Metal 1:
Bar = 20 um. Supply wires on this layer in grey.
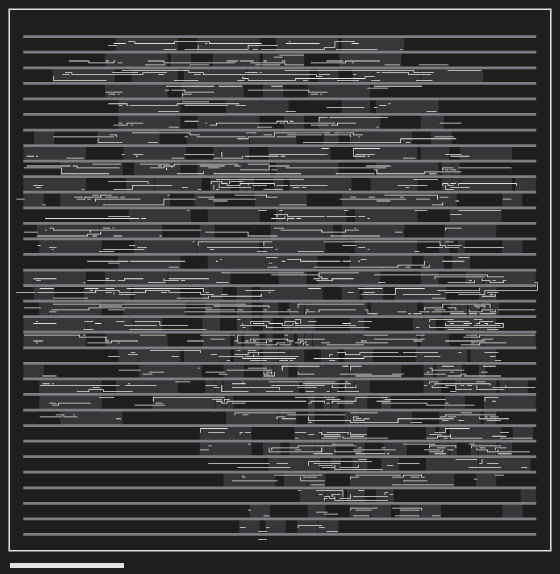
Drive-strength map:
Bar = 20 um.
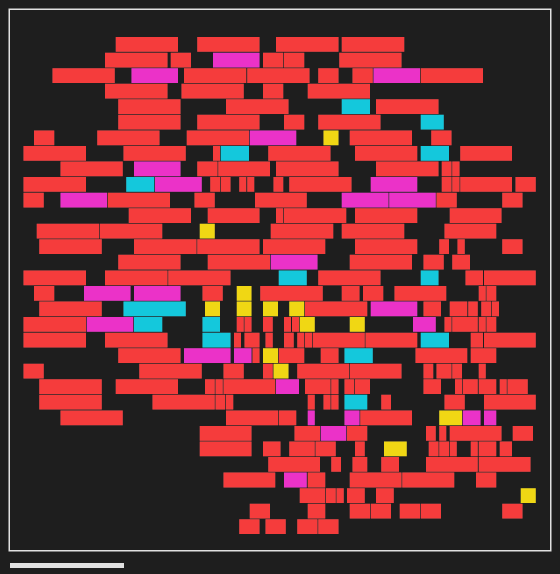
Zoomed window:
Bar = 10 um. Region (27, 8) to (67, 48) um. Cells in grey, sequential cells in the stronger grey; small squares are vias.
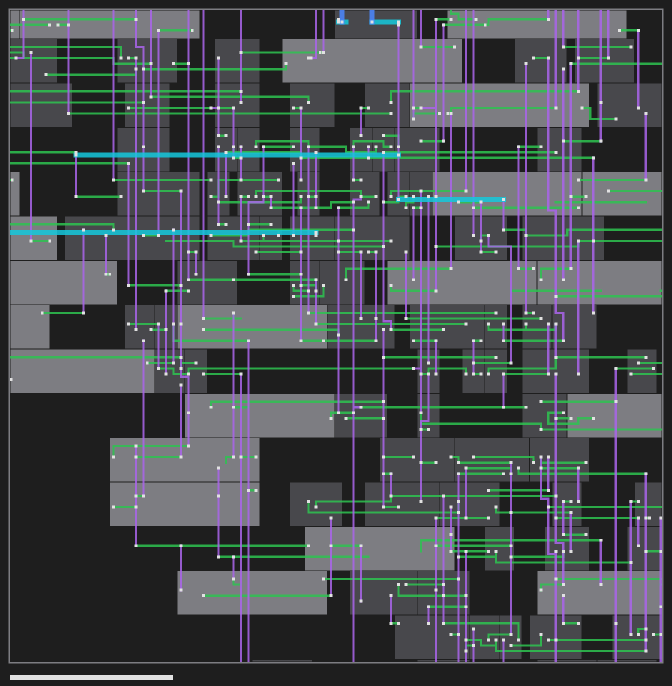
Design uart_tx_fifo_ctrl, sky130hd; sources not shown.
==> metrics.csv <==
metric,value,unit
status,completed,
worstPathArrival,2940,ps
cts_inserted_buffers,9,
ctsHoldBuffers,0,
largest_reg_flops,64,
slew_violations,0,
numSynthFlops,92,
cts_tree,done,
hold_slack,292,ps
place.gp.congestion,0.692,
yosysUniqueCellTypes,39,
ff_type,edfxtp_1,
grt_pass1_wl,10600,um
peakVddDrop,0.443,mV
warnings,27,
yosysChipArea,0.00376,sq mm
cts_buffer_depth,2,
path_max_fanout,20,
track_usage,0.165,
endpoint_kind,flip-flop,
ys_seq_frac,0.697,
hold_path_class,in2async,
async_flop_share,0.304,
hold_viol,0,
rr_worst_depth,11,
top_area_cell,edfxtp_1,
post-cts-setup-buffers,0,
first_pass_iters,4,
fin_crit_sh,0.823,
place_hpwl,4250,um
fin_nets,285,
antenna_found_initial,0,
start_kind,flip-flop,
io-pin-count,29,
layout_top_cells,"edfxtp_1 (64), clkdlybuf4s50_1 (28), dfrtp_1 (28)",
fp_util,0.482,
netlist_area,0.00376,sq mm
synthTopCellsByArea,"edfxtp_1 (51%), dfrtp_1 (19%), mux4_2 (9.6%)",
row_count,32,
final-setup-viol-count,0,
fp_nets,244,
dieHeight,94.4,um
h-tree-depth,3,
dieWidth,94.4,um
die-area,0.00892,sq mm
max_slew_margin,0.456,
clock_latency,360,ps
grt_pass1_vias,2034,
drc,0,
cp.required,3540,ps
path_clk_slew,100,ps
clock_sinks,92,
final_common_cell,edfxtp_1,
top_cell_area_share,0.511,
diodes,0,
path_class,reg2reg,
core,0.00781,sq mm
fin_tns_setup,0,ps
drt_iter0_markers,93,
cts_resized,0,
yosys_cells,225,
edf_count,64,
wire_per_inst,18.0,um
fin_crit,2760,ps
rsz0062_at_grt,no,
r2r_slack,590,ps
power.density,828,mW/mm^2
overflow,0,
cts-root-buf,clkbuf_8,
fmax,363,MHz
tightest_slew,815,ps
syn_avg_cell_area,16.7,sq um
drv_cap,0,
nFillCells,627,
yosys_warnings,0,
drtAntennaViolNets,0,
netlist_instances,225,
grt_max_degree,29,
p_leak,1.64,nW
viasPerCell,5.36,
port_buffers,28,
drive_above_1_share,0.196,
About 'metal 1':
share of all routed wire = 44%
longest straight run = 33.6 um
main direction = horizontal
DR vias: 1,998
M1 GR Usage: 0.215
WL final: 6710 um

About 'drive-strength map':
drive 2 -> magenta  # cells 25
drive 3 to 4 -> yellow  # cells 14
drive 1 or less -> red  # cells 218
drive 6 and up -> cyan  # cells 14
design area: 0.00441 sq mm
Synth-to-Final Area Change: 17.1%

About 'zoomed window':
met2 -> purple
met1 -> green
met3 -> cyan
met4 -> blue
most frequent = dfrtp_1 (12), nand2_1 (9), buf_4 (9)
sequential cells in the window = 18
cells with their middle in the window = 86

kinds of logic after synthesis:
family / share of synthesized area
multiplexers: 0.129
XOR/XNOR: 0.0233
buffers and inverters: 0.0166
adder cells (fa/ha/maj): 0.0233
AND/OR/NAND/NOR: 0.0685
AND-OR/OR-AND: 0.0422
flip-flops: 0.697
power breakdown:
| group | switching, W | internal (W) |
|---|---|---|
| combinational | 0.000544 | 0.000605 |
| clock | 0.000409 | 0.000358 |
| sequential | 0.000248 | 0.00148 |
| total | 0.00120 | 0.00245 |
cell type report:
class | instances | area (sq um) | area share
Tap cell | 102 | 128 | 0.0290
Multi-Input combinational cell | 121 | 1080 | 0.244
Clock buffer | 9 | 124 | 0.0281
Clock inverter | 7 | 81.3 | 0.0185
Sequential cell | 92 | 2620 | 0.595
Timing Repair Buffer | 39 | 363 | 0.0824
Inverter | 3 | 11.3 | 0.00256
Yosys cell counts, types with 2 or more instances:
cell      instances
buf_4             2
nand3b_1          2
nor2_1            9
inv_1             2
o21ai_0          13
a21oi_1           5
nor3_1            3
mux4_2           16
nand2_1          21
ha_1              7
nand3_1           2
dfrtp_1          28
mux2_2            3
buf_1             2
xor2_1            5
a22o_1            4
xnor2_1           5
clkbuf_1          2
edfxtp_1         64
o21ai_1           2
mux2i_1           9
buf_2             2
per-layer routing:
metal | routed length, um | GRT usage | vias to the layer above
li1 | - | - | 942
met1 | 2950 | 0.215 | 1008
met2 | 3300 | 0.268 | 40
met3 | 365 | 0.0511 | 8
met4 | 94 | 0.0519 | 0
met5 | 0 | 0 | -
worst max-delay path, stage by stage, from the launching register on:
cell and delay [ps]:
dfrtp_1 460, or4_4 570, inv_1 90, or3_4 250, inv_2 80, ha_1 270
xor2_1 180, ha_1 190, a21oi_1 140, xor2_1 160, nor2_1 60, xor2_1 140
per-stage QoR:
step	utilization	instance area [sq um]	setup slack, ps	cells	power (W)
4_1_cts	0.564	4410	596	373	0.00369
2_1_floorplan	-	3760	296	225	0.00249
3_3_place_gp	0.538	4200	495	357	0.00289
5_1_grt	0.564	4410	371	373	0.00385
3_5_place_dp	0.538	4200	447	357	0.00292
6_report	0.564	4410	593	373	0.00365
Power is estimated from default activity; no workload was simulated.
